Figure 1. The clock network (run 1).
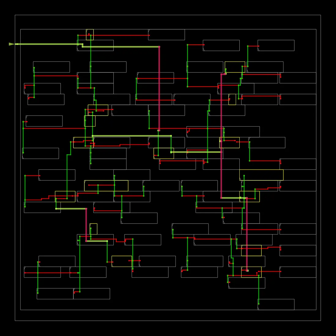
Figure 2. Sizing map (run 1).
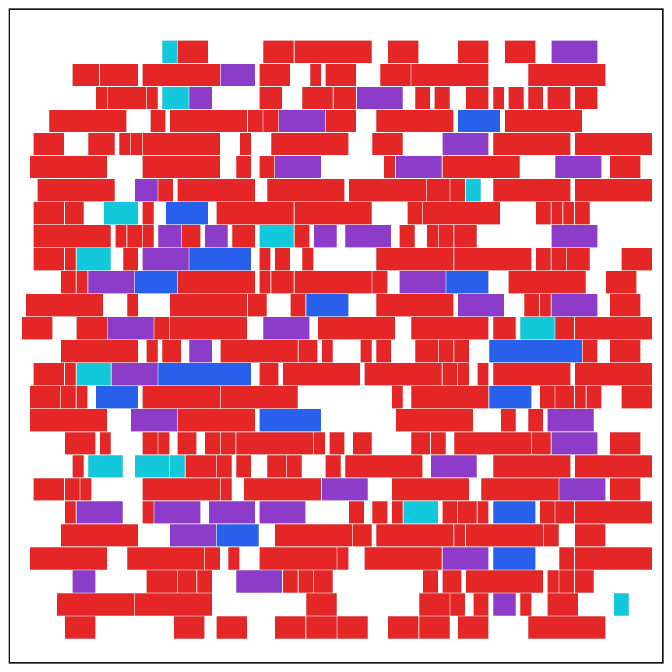
Figure 3. Signal wires on met1 (run 1).
Supply wires on this layer in grey.
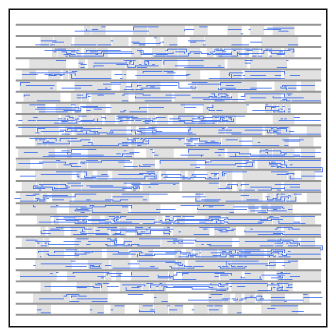
Figure 4. Routed clock nets over the placement (run 1).
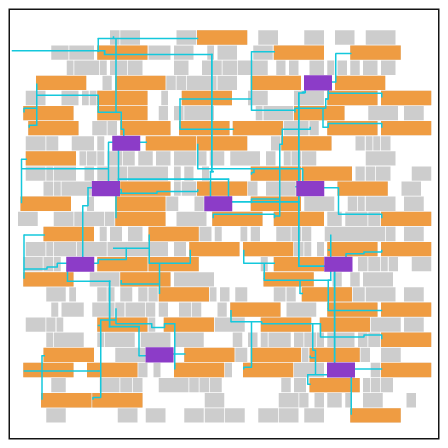
## src/rtl/xbwid_narrow_if.sv

```systemverilog
// Handshake/bus bundle for the wide-to-narrow converter.
// master = word producer, slave = converter.
interface xbwid_narrow_if #(
  parameter int IBWID = 32,
  parameter int OBWID = 5
);
  logic [IBWID-1:0] iv_data;
  logic             i_nd;
  logic             i_trig;
  logic             o_rdy;
  logic [OBWID-1:0] ov_data;
  logic             o_dv;
  logic             o_trig;
  logic             o_ovf;

  modport master (
    output iv_data, i_nd, i_trig,
    input  o_rdy, ov_data, o_dv, o_trig, o_ovf
  );

  modport slave (
    input  iv_data, i_nd, i_trig,
    output o_rdy, ov_data, o_dv, o_trig, o_ovf
  );
endinterface

```

## src/rtl/xbwid_narrow.sv

```systemverilog
// Wide-to-narrow converter: splits each word into Npar gapless beats; first beat one cycle after accept.
// No output backpressure; one-word hold buffer, o_rdy low while it is full, offered words then dropped (o_ovf).
module xbwid_narrow #(
  parameter int IBWID     = 32,
  parameter int OBWID     = 5,
  parameter int MSB_FIRST = 0
) (
  input  logic           clk,
  input  logic           rst,
  xbwid_narrow_if.slave  io_bus
);

  localparam int NPAR  = (IBWID + OBWID - 1) / OBWID;
  localparam int PBWID = NPAR * OBWID;
  localparam int CW    = (NPAR > 1) ? $clog2(NPAR) : 1;
  localparam logic [CW-1:0] REM_INIT = CW'(NPAR - 1);

  logic [PBWID-1:0] r_sreg;
  logic [PBWID-1:0] r_hold_dat;
  logic             r_hold_vld;
  logic             r_hold_trig;
  logic [CW-1:0]    r_rem;
  logic [OBWID-1:0] r_data;
  logic             r_dv;
  logic             r_trig;
  logic             r_ovf;

  logic [PBWID-1:0] w_pad;
  logic [PBWID-1:0] w_ld_dat;
  logic [PBWID-1:0] w_ld_rest;
  logic [PBWID-1:0] w_sh_rest;
  logic [OBWID-1:0] w_ld_first;
  logic [OBWID-1:0] w_sh_next;
  logic             w_ld_trig;
  logic             w_acc;
  logic             w_last;
  logic             w_slot;
  logic             w_load;
  logic             w_load_hold;
  logic             w_to_hold;
  logic             w_shift;

  assign w_pad       = PBWID'(io_bus.iv_data);
  assign w_acc       = io_bus.i_nd & ~r_hold_vld;
  assign w_last      = r_dv & (r_rem == '0);
  assign w_slot      = ~r_dv | w_last;
  assign w_load_hold = w_slot & r_hold_vld;
  assign w_load      = w_slot & (r_hold_vld | w_acc);
  // A word goes straight to the shifter only when the slot is free and hold is empty.
  assign w_to_hold   = w_acc & ~w_slot;
  assign w_shift     = r_dv & (r_rem != '0);

  assign w_ld_dat  = r_hold_vld ? r_hold_dat : w_pad;
  assign w_ld_trig = r_hold_vld ? r_hold_trig : io_bus.i_trig;

  assign w_ld_first = (MSB_FIRST != 0) ? w_ld_dat[PBWID-1 -: OBWID] : w_ld_dat[OBWID-1:0];
  assign w_ld_rest  = (MSB_FIRST != 0) ? (w_ld_dat << OBWID) : (w_ld_dat >> OBWID);
  assign w_sh_next  = (MSB_FIRST != 0) ? r_sreg[PBWID-1 -: OBWID] : r_sreg[OBWID-1:0];
  assign w_sh_rest  = (MSB_FIRST != 0) ? (r_sreg << OBWID) : (r_sreg >> OBWID);

  always_ff @(posedge clk or negedge rst) begin
    if (!rst) begin
      r_sreg      <= '0;
      r_hold_dat  <= '0;
      r_hold_vld  <= 1'b0;
      r_hold_trig <= 1'b0;
      r_rem       <= '0;
      r_data      <= '0;
      r_dv        <= 1'b0;
      r_trig      <= 1'b0;
      r_ovf       <= 1'b0;
    end else begin
      r_ovf <= io_bus.i_nd & r_hold_vld;

      if (w_load) begin
        r_data <= w_ld_first;
        r_sreg <= w_ld_rest;
        r_rem  <= REM_INIT;
        r_dv   <= 1'b1;
        r_trig <= w_ld_trig;
      end else if (w_shift) begin
        r_data <= w_sh_next;
        r_sreg <= w_sh_rest;
        r_rem  <= r_rem - CW'(1);
        r_trig <= 1'b0;
      end else begin
        r_dv   <= 1'b0;
        r_trig <= 1'b0;
      end

      // Hold is never overwritten: while full, o_rdy is low so w_acc cannot fire.
      if (w_load_hold) begin
        r_hold_vld <= 1'b0;
      end else if (w_to_hold) begin
        r_hold_vld  <= 1'b1;
        r_hold_dat  <= w_pad;
        r_hold_trig <= io_bus.i_trig;
      end
    end
  end

  assign io_bus.o_rdy   = ~r_hold_vld;
  assign io_bus.ov_data = r_data;
  assign io_bus.o_dv    = r_dv;
  assign io_bus.o_trig  = r_trig;
  assign io_bus.o_ovf   = r_ovf;

endmodule

```

## src/flat_wrapper.sv

```systemverilog
// flat-port wrapper written by rule: the top's interface ports become plain ports
module xbwid_narrow_flat 
#(
  parameter int IBWID     = 32,
  parameter int OBWID     = 5,
  parameter int MSB_FIRST = 0
)
  (clk, rst, io_bus_iv_data, io_bus_i_nd, io_bus_i_trig, io_bus_o_rdy, io_bus_ov_data, io_bus_o_dv, io_bus_o_trig, io_bus_o_ovf);
  xbwid_narrow_if #(.IBWID(IBWID), .OBWID(OBWID)) io_bus_i ();
  input  logic clk;
  input  logic rst;
  input wire logic [$bits(io_bus_i.iv_data)-1:0] io_bus_iv_data;
  input wire logic [$bits(io_bus_i.i_nd)-1:0] io_bus_i_nd;
  input wire logic [$bits(io_bus_i.i_trig)-1:0] io_bus_i_trig;
  output wire logic [$bits(io_bus_i.o_rdy)-1:0] io_bus_o_rdy;
  output wire logic [$bits(io_bus_i.ov_data)-1:0] io_bus_ov_data;
  output wire logic [$bits(io_bus_i.o_dv)-1:0] io_bus_o_dv;
  output wire logic [$bits(io_bus_i.o_trig)-1:0] io_bus_o_trig;
  output wire logic [$bits(io_bus_i.o_ovf)-1:0] io_bus_o_ovf;
  assign io_bus_i.iv_data = io_bus_iv_data;
  assign io_bus_i.i_nd = io_bus_i_nd;
  assign io_bus_i.i_trig = io_bus_i_trig;
  assign io_bus_o_rdy = io_bus_i.o_rdy;
  assign io_bus_ov_data = io_bus_i.ov_data;
  assign io_bus_o_dv = io_bus_i.o_dv;
  assign io_bus_o_trig = io_bus_i.o_trig;
  assign io_bus_o_ovf = io_bus_i.o_ovf;
  xbwid_narrow #(.IBWID(IBWID), .OBWID(OBWID), .MSB_FIRST(MSB_FIRST)) u_core (.clk(clk), .rst(rst), .io_bus(io_bus_i));
endmodule
```

## config.mk

```make
export PLATFORM = sky130hd
export DESIGN_NAME = xbwid_narrow_flat
export DESIGN_NICKNAME = d
export VERILOG_FILES = /design/src/rtl/xbwid_narrow_if.sv /design/src/rtl/xbwid_narrow.sv /design/src/flat_wrapper.sv
export SDC_FILE = /design/constraint.sdc
export NUM_CORES = 1
export LEC_CHECK = 0
export CORE_MARGIN = 1
export CORE_UTILIZATION = 58
export DETAILED_ROUTE_END_ITERATION = 10
export PLACE_DENSITY_LB_ADDON = 0.12
export SYNTH_ARGS = -nofsm -noshare
export SYNTH_HDL_FRONTEND = slang
export SYNTH_SLANG_ARGS = --single-unit
```

## constraint.sdc

```tcl
create_clock -name clk -period 3.5 [get_ports clk]
set_input_delay 0.7 -clock clk [delete_from_list [all_inputs] [get_ports clk]]
set_output_delay 0.7 -clock clk [all_outputs]
set_load 0.01 [all_outputs]
```

==> tab_implementation.tex, run 1 <==
% Auto-generated results table
\begin{tabular}{lr}
\hline
Metric & Value \\
\hline
\multicolumn{2}{l}{\textbf{Logic synthesis}} \\
\quad Most area-hungry cell type in the Yosys netlist & sky130\_fd\_sc\_hd\_\_dfrtp\_1 \\
\quad Area share of the largest cell type after synthesis & 55.2\% \\
\quad Synthesized area divided by synthesized cell count & 11.8 sq um \\
\quad Total cell area reported by yosys after synthesis & 3270 sq um \\
\multicolumn{2}{l}{\textbf{Worst setup path}} \\
\quad Worst reg2reg setup slack & 1.20 ns \\
\quad FF-to-FF path depth & 7 \\
\quad Critical path's largest stage delay & 0.86 ns \\
\quad Cell with the biggest individual delay on the critical path & sky130\_fd\_sc\_hd\_\_dfrtp\_1 \\
\quad Total stage count of the critical path & 2 \\
\quad Worst-path cell chain & inv\_1 > clkdlybuf4s50\_1 \\
\quad CP Class & flip-flop to output port \\
\multicolumn{2}{l}{\textbf{Clock tree}} \\
\quad Library cell used as clock root buffer & sky130\_fd\_sc\_hd\_\_clkbuf\_8 \\
\quad Clock buffer depth & 2 \\
\quad CTS tree & built \\
\multicolumn{2}{l}{\textbf{Cells and area}} \\
\quad Sequential share of cell area & 45.8\% \\
\quad Post-layout instance count excluding filler cells & 393 \\
\quad Fill cell instance count of the final layout & 375 \\
\quad Clock-cell share of area & 5.60\% \\
\quad Max reg flops & 32 \\
\quad Logic gate fraction of the total cell area & 33.0\% \\
\quad Registers & 72 \\
\multicolumn{2}{l}{\textbf{Power}} \\
\quad Power Sequential & 1450 uW \\
\quad Portion of total power attributed to sequential cells & 41.5\% \\
\quad P\_leak & 0.00173 uW \\
\quad Final total power & 3500 uW \\
\quad Power Internal & 2340 uW \\
\multicolumn{2}{l}{\textbf{Placement}} \\
\quad Post-placement cell count & 377 \\
\quad Routability-driven placement congestion ratio & 0.739 \\
\multicolumn{2}{l}{\textbf{Final timing}} \\
\quad Post-Route Setup TNS & 0 ns \\
\quad Number of setup violations in the final report & 0 \\
\quad Crit path time final & 2.55 ns \\
\quad Worst-Margin Slew & 0.784 ns \\
\multicolumn{2}{l}{\textbf{Global route}} \\
\quad Vias in the first global route & 2,322 \\
\quad Largest net degree at the start of global routing & 36 \\
\quad Met2 global-route usage & 40.0\% \\
\multicolumn{2}{l}{\textbf{Route}} \\
\quad Routed length per placed instance & 17.7 microns \\
\quad DR pass1 iterations & 4 \\
\quad Routed metal-1 wire length & 3130 microns \\
\quad Max layer used & met4 \\
\quad Number of vias after detailed routing & 2,315 \\
\multicolumn{2}{l}{\textbf{Run status}} \\
\quad Status & complete, no violations \\
\multicolumn{2}{l}{\textbf{Floorplan}} \\
\quad Area of the chip & 5930 sq um \\
\quad Count of pins on the block boundary & 45 \\
\hline
\end{tabular}
## Picture notes: Figure 1
Num CTS Buffers: 9
Fin Clk Skew: 0.00781 ns
TritonCTS sink count: 72

## Picture notes: Figure 2
colour	size	cells
blue	drive 6 and up	14
cyan	drive 2	13
purple	drive 3 to 4	39
red	drive 1 or less	257
non-clock buffer count in the final layout: 52
final design instance area without fill: 3930 sq um
worst-case setup margin in the final layout: 0.953 ns

## Picture notes: Figure 3
wire length on this layer	3,130 microns
main direction	horizontal
nets with wire on the layer	328
Post-Route WL: 6940 microns
met1 usage in global routing: 34.5%

## Picture notes: Figure 4
[cyan] clock wires | length: 819 microns
[purple] cells driving clock nets | count: 9
[orange] flip-flops | count: 72
routed clock nets	10
clock group power: 721 uW
clock share of power: 20.6%
latest clock arrival within the worst-skew pair: 0.34 ns

==> run 1: cells in the final DEF (no fill, tap or decap) <==
master,count
sky130_fd_sc_hd__clkdlybuf4s50_1,43
sky130_fd_sc_hd__o22ai_1,16
sky130_fd_sc_hd__buf_12,1
sky130_fd_sc_hd__mux2_4,30
sky130_fd_sc_hd__nand2b_1,1
sky130_fd_sc_hd__or2b_4,1
sky130_fd_sc_hd__o21ai_0,23
sky130_fd_sc_hd__clkinv_2,3
sky130_fd_sc_hd__and2_1,1
sky130_fd_sc_hd__nand3_1,1
sky130_fd_sc_hd__nor2b_1,1
sky130_fd_sc_hd__buf_4,7
sky130_fd_sc_hd__clkbuf_8,10
sky130_fd_sc_hd__o21ai_1,10
sky130_fd_sc_hd__mux2_2,8
sky130_fd_sc_hd__ha_1,2
sky130_fd_sc_hd__inv_1,4
sky130_fd_sc_hd__a2bb2oi_1,2
sky130_fd_sc_hd__bufinv_16,2
sky130_fd_sc_hd__nor2_1,14
sky130_fd_sc_hd__nand2_1,27
sky130_fd_sc_hd__a22oi_1,12
sky130_fd_sc_hd__or2_1,1
sky130_fd_sc_hd__buf_2,1
sky130_fd_sc_hd__a21oi_1,27
sky130_fd_sc_hd__clkinvlp_4,1
sky130_fd_sc_hd__nor2b_2,1
sky130_fd_sc_hd__nor2_8,1
sky130_fd_sc_hd__dfrtp_1,72
==> run 1: logic make-up (layout without fill, tap and decap cells) <==
logic type | after synthesis | after routing | synth area share (%)
muxes | 38 | 38 | 16.6
and+or+nand+nor | 49 | 49 | 6.78
AOI/OAI and AO/OA | 90 | 90 | 15.6
DFF | 72 | 72 | 55.2
adders and majority gates | 2 | 2 | 0.766
buffers and inverters | 25 | 72 | 5.17
==> run 1 -> run 2 <==
- CORE_UTILIZATION: 58 -> 49
- clock period: 3.5 -> 2.1 ns (I/O delays scaled with it)
==> run 2 against run 1 <==
  * Sequential cell count stayed put
  * Worst hold slack worse by 0.24 ns
  * First-iteration DRC count is 54% lower
  * Non-clock buffer count is 7 higher
  * Critical path depth is 5 higher
  * Synthesized cell count stayed put
  * Clock-buffer cell count stayed put
  * Routed wire length is 1.1% higher
  * Synthesized area stayed put
  * Clock power is 66% higher
  * Register-to-register slack worse by 1.0 ns
  * Combinational power is 74% higher
  * Critical endpoint is now u_core.r_hold_dat[29]
==> tab_implementation.tex, run 2 <==
% Auto-generated results table
\begin{tabular}{lr}
\hline
Metric & Value \\
\hline
\multicolumn{2}{l}{\textbf{Logic synthesis}} \\
\quad Area share of the largest cell type after synthesis & 55.2\% (unchanged) \\
\quad Synthesized area divided by synthesized cell count & 11.8 sq um (unchanged) \\
\quad Total cell area reported by yosys after synthesis & 3270 sq um (unchanged) \\
\quad Count of distinct cell types in the synthesized netlist & 24 \\
\quad Count of mapped cells out of synthesis & 276 \\
\multicolumn{2}{l}{\textbf{Worst setup path}} \\
\quad CP Class & flip-flop to flip-flop \\
\quad FF-to-FF path depth & 7 (unchanged) \\
\quad Worst reg2reg setup slack & 0.16 ns (-1.04 ns) \\
\quad Worst-path cell chain & inv\_1 > ha\_1 > ha\_1 > or2b\_4 > nor2\_8 > buf\_4 > mux2\_4 \\
\quad Critical path's largest stage delay & 0.37 ns (-0.49 ns) \\
\quad Cell with the biggest individual delay on the critical path & sky130\_fd\_sc\_hd\_\_dfrtp\_1 \\
\multicolumn{2}{l}{\textbf{Clock tree}} \\
\quad CTS tree & built \\
\quad Num CTS Buffers & 9 (unchanged) \\
\multicolumn{2}{l}{\textbf{Run status}} \\
\quad Status & complete, no violations \\
\multicolumn{2}{l}{\textbf{Floorplan}} \\
\quad Count of pins on the block boundary & 45 (unchanged) \\
\quad Area of the chip & 6990 sq um (+18\%) \\
\multicolumn{2}{l}{\textbf{Route}} \\
\quad Post-Route WL & 7010 microns (+1.1\%) \\
\quad Number of vias after detailed routing & 2,244 (-3.1\%) \\
\quad Routed length per placed instance & 17.2 microns (-2.4\%) \\
\quad DR pass1 iterations & 4 (unchanged) \\
\multicolumn{2}{l}{\textbf{Cells and area}} \\
\quad Commonest non-fill, non-tap cells in the layout & 72 x sky130\_fd\_sc\_hd\_\_dfrtp\_1, 43 x sky130\_fd\_sc\_hd\_\_clkdlybuf4s50\_1, 30 x sky130\_fd\_sc\_hd\_\_mux2\_4 \\
\quad Fill cell instance count of the final layout & 527 (+41\%) \\
\quad Most numerous logic cell after layout & sky130\_fd\_sc\_hd\_\_dfrtp\_1 \\
\quad Max reg flops & 32 (unchanged) \\
\multicolumn{2}{l}{\textbf{Global route}} \\
\quad Largest net degree at the start of global routing & 73 (+100\%) \\
\quad Vias in the first global route & 2,323 (+0.043\%) \\
\multicolumn{2}{l}{\textbf{Power}} \\
\quad Final total power & 5890 uW (+68\%) \\
\quad P\_leak & 0.00177 uW (+2.2\%) \\
\multicolumn{2}{l}{\textbf{Final timing}} \\
\quad Number of setup violations in the final report & 0 (unchanged) \\
\quad Crit path time final & 1.94 ns \\
\quad Hold Fails Final Rpt & 0 \\
\quad Post-Route Setup TNS & 0 ns (unchanged) \\
\multicolumn{2}{l}{\textbf{Placement}} \\
\quad Routability-driven placement congestion ratio & 0.755 (+2.3\%) \\
\hline
\end{tabular}
[run 2: cells by family (layout without fill, tap and decap cells)]
family          after synthesis  after routing  share of synthesized area [%]
compound gates               90             90                           15.6
fa+ha+maj                     2              2                          0.766
simple gates                 49             49                           6.78
mux                          38             38                           16.6
buf+inv                      25             79                           5.17
flops                        72             72                           55.2
[run 2: how the worst max path moves through the flow]
stage / start / end / slack, ns / cells past startpoint
floorplan: u_core.r_rem[0] / u_core.r_hold_dat[0] / 0.31 / 7
global placement: io_bus_i_nd / u_core.r_hold_dat[31] / 0.13 / 5
detailed placement: io_bus_i_nd / u_core.r_sreg[1] / 0.05 / 5
CTS: u_core.r_rem[0] / u_core.r_hold_dat[21] / 0.14 / 7
global route: u_core.r_rem[0] / u_core.r_hold_dat[21] / 0.06 / 7
finish: u_core.r_rem[0] / u_core.r_hold_dat[29] / 0.16 / 7
[run 2: metal layers]
metal | vias up | global-route usage [%] | share of wire, %
met5 | - | 0 | 0
met4 | 0 | 5.08 | 0.71
met3 | 4 | 6.13 | 3.7
met2 | 47 | 33.3 | 48
met1 | 1121 | 30.0 | 47
li1 | 1072 | - | -
[run 2: cell type report]
cell class,count,area (sq um),share of cell area (%)
Clock buffer,10,138,3.44
Clock inverter,6,82.6,2.06
Inverter,4,15.0,0.375
Multi-Input combinational cell,179,1300,32.4
Sequential cell,72,1800,45.0
Tap cell,77,96.3,2.41
Timing Repair Buffer,59,573,14.3
[run 2: where the power goes]
part,total [uW],switching (uW),leakage (uW),internal (uW)
registers,2370,361,0.000886,2010
logic,2320,1060,0.000774,1260
clock network,1200,503,0.000112,695
[run 2: per-stage QoR]
stage	cells	utilization [%]
CTS	407	62.7
global route	407	62.7
finish	407	62.7
floorplan	276	-
detailed placement	391	59.2
global placement	391	59.2
Figure 5. Placed cells, one colour a class (run 2).
Bar = 20 microns.
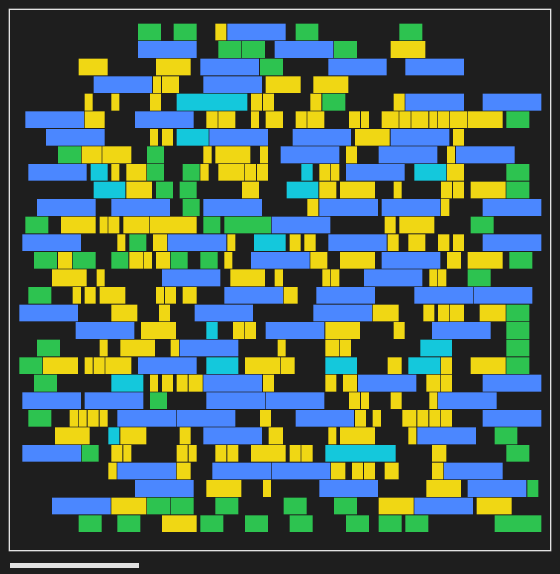
colour	class	cells
cyan	clock drivers and dummy loads	16
green	other buffers and delay cells	59
yellow	all other logic	183
blue	flops	72
sequential share of cell area: 45.0%
num rows: 29
final design instance area without fill: 4000 sq um

Figure 6. Routed clock nets over the placement (run 2).
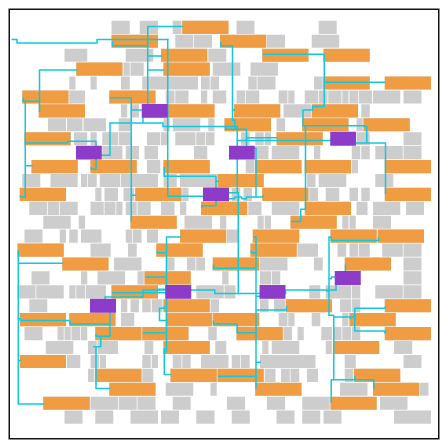
[cyan] clock wires | length: 841 microns
[purple] cells driving clock nets | count: 9
[orange] flip-flops | count: 72
flops lie	widely spread
routed clock nets	10
clock group power: 1200 uW
clock share of power: 20.4%
Fin Clk Skew: 0.00689 ns

==> run 2 -> run 3 <==
- CORE_UTILIZATION: 49 -> 56
- DONT_BUFFER_PORTS: unset -> 1
==> run 3 against run 2 <==
  * Sequential cell count unchanged
  * Combinational power fell by 9.1%
  * Fmax grew 1.1%
  * First-iteration DRC count increased by 28%
  * Routed wire length decreased by 1.0%
  * Synthesized area is the same
  * Clock-buffer cell count up 4
  * Global-route usage rose by 4.6 points
  * Critical path type unchanged
==> tab_implementation.tex, run 3 <==
% Auto-generated results table
\begin{tabular}{lr}
\hline
Metric & Value \\
\hline
\multicolumn{2}{l}{\textbf{Global route}} \\
\quad Largest net degree at the start of global routing & 73 (unchanged) \\
\multicolumn{2}{l}{\textbf{Worst setup path}} \\
\quad Critical path's largest stage delay & 0.36 ns (about the same) \\
\quad Worst-path cell chain & inv\_1 > ha\_1 > ha\_1 > or2b\_4 > nor2\_8 > buf\_4 > mux2\_2 \\
\quad CP Class & flip-flop to flip-flop \\
\multicolumn{2}{l}{\textbf{Clock tree}} \\
\quad Num CTS Buffers & 9 (unchanged) \\
\multicolumn{2}{l}{\textbf{Final timing}} \\
\quad Post-Route Setup TNS & 0 ns (unchanged) \\
\quad Crit path time final & 1.92 ns (-0.0203 ns) \\
\multicolumn{2}{l}{\textbf{Power}} \\
\quad Portion of total power attributed to sequential cells & 41.5\% (+1.3 points) \\
\quad Switching part of the total power & 32.8\% (+0.074 points) \\
\quad Net switching power & 1900 uW (-1.4\%) \\
\quad Power dissipated in combinational cells & 2110 uW (-9.1\%) \\
\quad P\_leak & 0.00160 uW (-9.6\%) \\
\multicolumn{2}{l}{\textbf{Cells and area}} \\
\quad Register Area & 1800 sq um (unchanged) \\
\quad Post-layout instance count excluding filler cells & 356 (-13\%) \\
\quad Most numerous logic cell after layout & sky130\_fd\_sc\_hd\_\_dfrtp\_1 \\
\quad Max reg flops & 32 (unchanged) \\
\quad Fill cell instance count of the final layout & 459 (-13\%) \\
\multicolumn{2}{l}{\textbf{Logic synthesis}} \\
\quad Total cell area reported by yosys after synthesis & 3270 sq um (unchanged) \\
\quad Synthesized area divided by synthesized cell count & 11.8 sq um (unchanged) \\
\quad Area share of the largest cell type after synthesis & 55.2\% (unchanged) \\
\quad Count of mapped cells out of synthesis & 276 (unchanged) \\
\multicolumn{2}{l}{\textbf{Floorplan}} \\
\quad Num rows & 27 (-6.9\%) \\
\quad Area of the chip & 6140 sq um (-12\%) \\
\multicolumn{2}{l}{\textbf{Route}} \\
\quad DR pass1 iterations & 4 (unchanged) \\
\quad Number of vias after detailed routing & 2,116 (-5.7\%) \\
\quad Post-Route WL & 6940 microns (-1.0\%) \\
\multicolumn{2}{l}{\textbf{Run status}} \\
\quad Status & complete, no violations \\
\hline
\end{tabular}
[run 3: cell counts after synthesis]
Identical to the previous run, type by type.
[run 3: final timing paths]
check | startpoint | to | slack [ns] | cells after the start
setup / recovery | u_core.r_rem[0] | u_core.r_hold_dat[7] | 0.18 | 7
hold / removal | io_bus_i_nd | u_core.io_bus.o_ovf | 0.20 | 1
setup reg to reg | u_core.r_rem[0] | u_core.r_hold_dat[7] | 0.18 | 7
hold reg to reg | u_core.r_sreg[26] | u_core.r_sreg[21] | 0.49 | 2
max in group asynchronous | rst | u_core.io_bus.o_dv | 1.17 | 2
min in group asynchronous | rst | u_core.r_hold_dat[6] | 0.64 | 2
[run 3: logic make-up after synthesis]
group / count (synthesis) / share of synthesized area [%]
compound gates: 90 / 15.6
fa+ha+maj: 2 / 0.766
buf+inv: 25 / 5.17
flops: 72 / 55.2
mux: 38 / 16.6
simple gates: 49 / 6.78
[run 3: layer usage]
| metal | vias to the layer above | track usage (%) | routed length, microns |
|---|---|---|---|
| met2 | 44 | 41.0 | 3370 |
| li1 | 981 | - | - |
| met3 | 7 | 9.53 | 348 |
| met1 | 1084 | 33.1 | 3140 |
| met4 | 0 | 9.44 | 89 |
| met5 | - | 0 | 0 |
[run 3: per-stage QoR]
stage	setup WS (ns)	utilization [%]	hold WS (ns)
after floorplan	0.314	-	0.124
after detailed placement	0.184	59.4	0.126
after CTS	0.177	64.3	0.190
final	0.179	64.3	0.204
after global routing	0.0981	64.3	0.179
after global placement	0.213	59.4	0.126
[run 3: layout make-up]
class,count,share of cell area (%)
inverters,4,0.419
clock inverters,2,1.68
clock buffers,14,4.82
multi-input cells,179,36.2
flip-flops and latches,72,50.3
well taps,72,2.51
repair buffers,13,4.05
Figure 7. Sizing map (run 3).
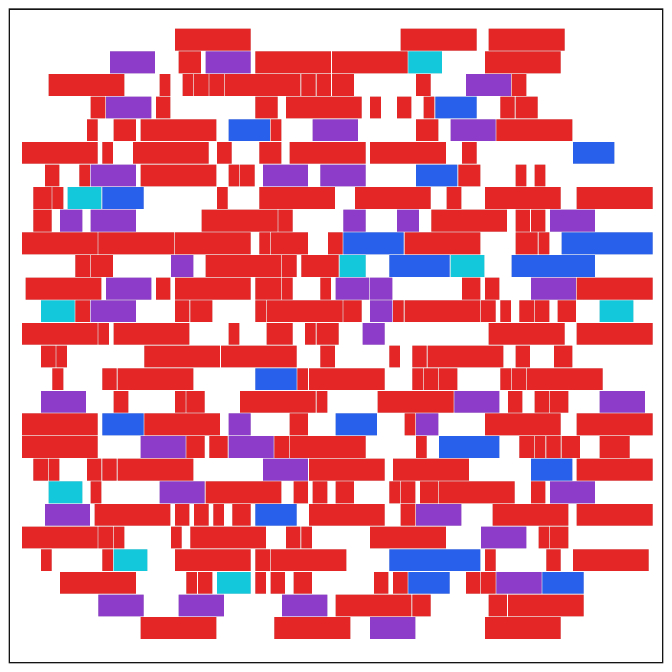
colour	size	cells
red	drive 1 or less	217
blue	drive 6 and up	18
purple	drive 3 to 4	40
cyan	drive 2	9
final design instance area without fill: 3580 sq um
area growth from synthesis to layout: 9.69%
worst-case setup margin in the final layout: 0.179 ns
non-clock buffer count in the final layout: 13

Figure 8. Routed clock nets over the placement (run 3).
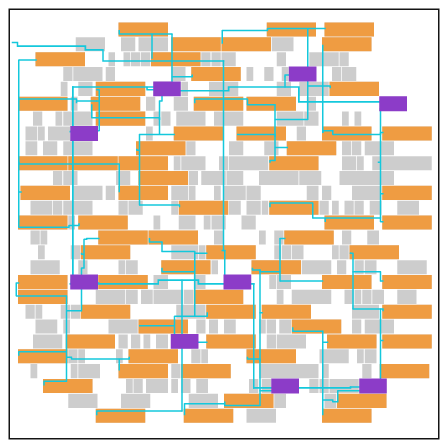
[purple] cells driving clock nets | count: 9
[cyan] clock wires | length: 927 microns
[orange] flip-flops | count: 72
routed clock nets	10
flops lie	widely spread
latest clock arrival within the worst-skew pair: 0.35 ns
clock group power: 1280 uW
clock share of power: 22.0%
Fin Clk Skew: 0.00338 ns

Power figures rest on the tool's default switching activity, not on a simulated workload.
